## src/rtl/rf_write_arbiter.sv

```systemverilog
// rf_write_arbiter: shares the single write port of a small register file
// between an ALU writeback requester (slot 0) and a memory-load requester
// (slot 1). Each requester owns a one-deep holding slot. A round-robin arbiter
// (age-aware for same-register conflicts) drains one slot per cycle into a
// registered write stage that drives the register file write port.
module rf_write_arbiter #(
    parameter int DATA_W = 8,
    parameter int ADDR_W = 3
) (
    input  logic              clk,
    input  logic              rst,
    input  logic              req0_valid,
    output logic              req0_ready,
    input  logic [ADDR_W-1:0] req0_reg,
    input  logic [DATA_W-1:0] req0_data,
    input  logic              req1_valid,
    output logic              req1_ready,
    input  logic [ADDR_W-1:0] req1_reg,
    input  logic [DATA_W-1:0] req1_data,
    input  logic [ADDR_W-1:0] rd_addr1,
    input  logic [ADDR_W-1:0] rd_addr2,
    output logic              rd_hazard,
    output logic              write_reg_en,
    output logic [ADDR_W-1:0] write_reg,
    output logic [DATA_W-1:0] write_data,
    output logic              busy
);

    // stage p0: holding slots (valid, destination register, data)
    logic              vld0_p0;
    logic              vld1_p0;
    logic [ADDR_W-1:0] reg0_p0;
    logic [ADDR_W-1:0] reg1_p0;
    logic [DATA_W-1:0] data0_p0;
    logic [DATA_W-1:0] data1_p0;

    // Arbitration state: age=1 means slot 1 holds the older entry;
    // last_grant=1 means slot 1 was the most recent winner.
    logic age;
    logic age_next;
    logic last_grant;

    logic grant0;
    logic grant1;
    logic accept0;
    logic accept1;

    // True when either read port addresses the given register.
    function automatic logic read_hit(input logic [ADDR_W-1:0] target,
                                      input logic [ADDR_W-1:0] addr_a,
                                      input logic [ADDR_W-1:0] addr_b);
        return (target == addr_a) || (target == addr_b);
    endfunction

    // Pick at most one full slot; same-register conflicts keep write order.
    always_comb begin
        grant0 = 1'b0;
        grant1 = 1'b0;
        if (vld0_p0 && vld1_p0) begin
            if (reg0_p0 == reg1_p0) begin
                grant1 = age;
                grant0 = !age;
            end else begin
                grant0 = last_grant;
                grant1 = !last_grant;
            end
        end else begin
            grant0 = vld0_p0;
            grant1 = vld1_p0;
        end
    end

    // A slot accepts when empty or when it is being drained this cycle;
    // readies are forced low while reset is held.
    always_comb begin
        req0_ready = rst && (!vld0_p0 || grant0);
        req1_ready = rst && (!vld1_p0 || grant1);
        accept0    = req0_valid && req0_ready;
        accept1    = req1_valid && req1_ready;
    end

    // Track which slot is older after this edge; on a simultaneous fill the
    // load slot (1) is treated as older.
    always_comb begin
        age_next = age;
        if (accept0 && accept1) begin
            age_next = 1'b1;
        end else if (accept0 && vld1_p0 && !grant1) begin
            age_next = 1'b1;
        end else if (accept1 && vld0_p0 && !grant0) begin
            age_next = 1'b0;
        end
    end

    // Slot occupancy: fill on accept, empty on grant without refill.
    always_ff @(posedge clk or negedge rst) begin
        if (!rst) begin
            vld0_p0 <= 1'b0;
            vld1_p0 <= 1'b0;
        end else begin
            vld0_p0 <= accept0 || (vld0_p0 && !grant0);
            vld1_p0 <= accept1 || (vld1_p0 && !grant1);
        end
    end

    // Slot payload capture; contents are only meaningful while the slot is full.
    always_ff @(posedge clk) begin
        if (accept0) begin
            reg0_p0  <= req0_reg;
            data0_p0 <= req0_data;
        end
        if (accept1) begin
            reg1_p0  <= req1_reg;
            data1_p0 <= req1_data;
        end
    end

    // Round-robin pointer and age bit.
    always_ff @(posedge clk or negedge rst) begin
        if (!rst) begin
            last_grant <= 1'b1;
            age        <= 1'b0;
        end else begin
            if (grant0 || grant1) begin
                last_grant <= grant1;
            end
            age <= age_next;
        end
    end

    // stage p1: registered write port into the register file
    // Write stage: enable follows any grant; address/data hold when idle.
    always_ff @(posedge clk or negedge rst) begin
        if (!rst) begin
            write_reg_en <= 1'b0;
            write_reg    <= '0;
            write_data   <= '0;
        end else begin
            write_reg_en <= grant0 || grant1;
            if (grant0) begin
                write_reg  <= reg0_p0;
                write_data <= data0_p0;
            end else if (grant1) begin
                write_reg  <= reg1_p0;
                write_data <= data1_p0;
            end
        end
    end

    // Read-after-write hazard against both slots and the write stage.
    always_comb begin
        rd_hazard = (vld0_p0 && read_hit(reg0_p0, rd_addr1, rd_addr2)) ||
                    (vld1_p0 && read_hit(reg1_p0, rd_addr1, rd_addr2)) ||
                    (write_reg_en && read_hit(write_reg, rd_addr1, rd_addr2));
        busy      = vld0_p0 || vld1_p0 || write_reg_en;
    end

endmodule
```

## config.mk

```make
export PLATFORM = sky130hd
export DESIGN_NAME = rf_write_arbiter
export DESIGN_NICKNAME = d
export VERILOG_FILES = /design/src/rtl/rf_write_arbiter.sv
export SDC_FILE = /design/constraint.sdc
export NUM_CORES = 1
export LEC_CHECK = 0
export CAP_MARGIN = 20
export CORE_MARGIN = 2
export CORE_UTILIZATION = 47
export CTS_BUF_LIST = sky130_fd_sc_hd__clkbuf_8 sky130_fd_sc_hd__clkbuf_16
export DETAILED_ROUTE_END_ITERATION = 8
export PLACE_DENSITY = 0.82
export SLEW_MARGIN = 5
export SYNTH_ARGS = -nofsm -noshare
export SYNTH_HDL_FRONTEND = slang
export SYNTH_SLANG_ARGS = --single-unit
```

## constraint.sdc

```tcl
create_clock -name clk -period 2.47 [get_ports clk]
set_input_delay 0.494 -clock clk [delete_from_list [all_inputs] [get_ports clk]]
set_output_delay 0.494 -clock clk [all_outputs]
set_load 0.01 [all_outputs]
```

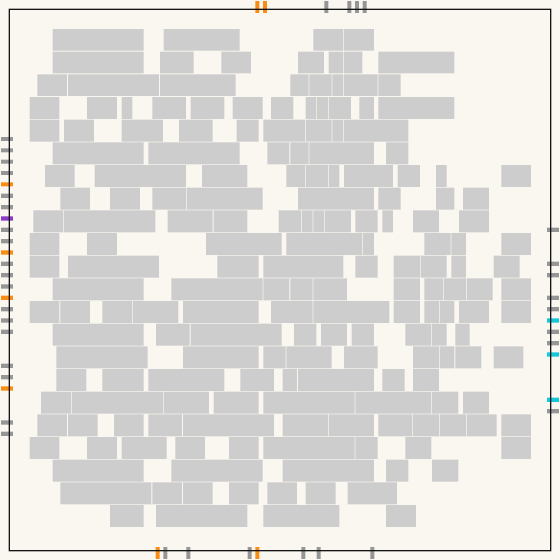
Figure 1: I/O pins on the die edge.
Pins as bars across the die edge, other pins in grey.
[write_data] orange | pins: 8 | direction: output | edge: 4 left, 2 bottom, 2 top
[rst] purple | pins: 1 | direction: input | edge: left
[rd_addr1] cyan | pins: 3 | direction: input | edge: right
all pins by edge: 23 left, 11 right, 8 bottom, 6 top
Die Ht: 64.8 um
input/output buffers: 47
Die Wd: 64.8 um

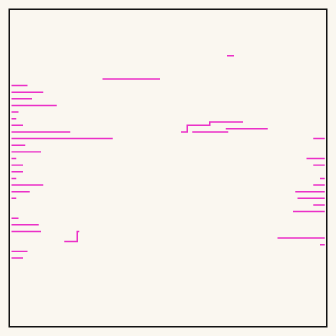
Figure 2: metal 3.
main direction: horizontal
share of all routed wire: 5.3%
GRT met3 Usage: 5.56%
vias after detailed routing: 1145
Total Routed Length: 3.54 mm

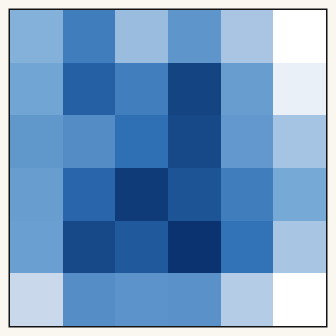
Figure 3: cell area per tile.
6 x 6 tiles, from white (low) to dark blue (high), 0 to 100% covered.
mean over tiles: 58%
fullest tile: 99%
emptiest ninth of the die: top right
densest ninth of the die: middle
final core utilization: 69.2%
Init Core Util: 48.2%
core area: 3610 um2

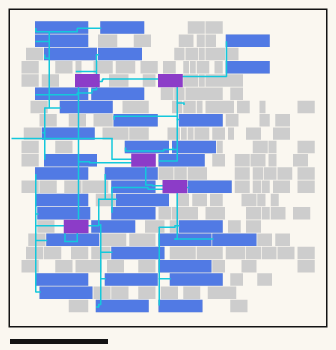
Figure 4: routed clock nets over the placement.
Bar = 20 um.
[clock wires] cyan | length: 388 um
[clock-net drivers] purple | count: 5
[flip-flops] blue | count: 38
routed clock nets: 6

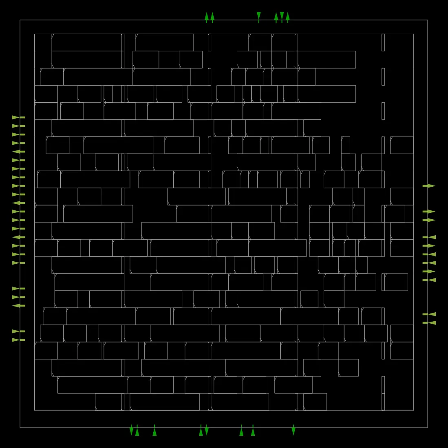
Figure 5: placed standard cells.
fillcell total: 270
# rows: 22
tapcell count: 48

==> out/qor.yml <==
logic_synthesis:
  yosysChipArea_um2: 1740
  synth_flops: 38
  top_cell_area_share_pct: 38.0
  synthTopCellsByArea: "edfxtp_1 (38%), dfrtp_1 (22%), xor2_1 (9.1%), mux2_2 (8.4%), mux2_4 (7.8%)"
  synthArstFlopShare_pct: 42.1
  synthFlopType: "edfxtp_1"
  yosysTopAreaCell: "edfxtp_1"
  netlist_area_um2: 1740
  ys_seq_share_pct: 61.2
worst_hold_path:
  hold_depth: 1
  hp-class: "reg -> reg"
layout:
  top_area_cell_class: "registers"
  inv_count: 2
  signal_buffers: 65
  final_cell_area_um2: 2500
  seq_cells: 38
  clkbuf_count: 5
  clock_area_share_pct: 3.41
run_status:
  status: "completed"
global_routing:
  antenna_found_initial: 0
  grt_first_pass_wirelength_mm: 5.86
critical_path:
  cp_top_family: "buffers and inverters"
  cp-endpoint: "rd_hazard"
  cp_num_cells: 6
  startpoint: "rd_addr2[2]"
timing:
  drv_slew: 0
  fmax_ghz: 0.417
  maxSlewHeadroom_pct: 76.6
  tightestPinTransition_ns: 0.350
pwr:
  leakagePower_nw: 1.00
  power_frac_clock_pct: 25.5
  combPwrFrac_pct: 24.5
  seq_power_share_pct: 50.1
floorplanning:
  die_area_um2: 4200
route:
  drtIter0Drc: 29
placement:
  place_ws_ns: -0.156
job:
  warning_count: 27
==> power by group through the flow <==
stage          sequential (mW)  combinational, mW  clock (mW)
6_report                 0.780              0.381       0.397
3_3_place_gp             0.787              0.361           0
3_5_place_dp             0.791              0.374           0
2_1_floorplan            0.801              0.169           0
4_1_cts                  0.780              0.378       0.408
5_1_grt                  0.787              0.407       0.447
==> logic make-up (layout without fill, tap and decap cells) <==
| kind of cell | count (synthesis) | after routing | synth area share [%] |
|---|---|---|---|
| buf+inv | 4 | 75 | 1.30 |
| xor+xnor | 21 | 21 | 10.6 |
| mux | 22 | 22 | 16.2 |
| simple gates | 20 | 20 | 5.98 |
| flops | 38 | 38 | 61.2 |
| compound gates | 10 | 10 | 4.76 |
Power is estimated from default activity; no workload was simulated.
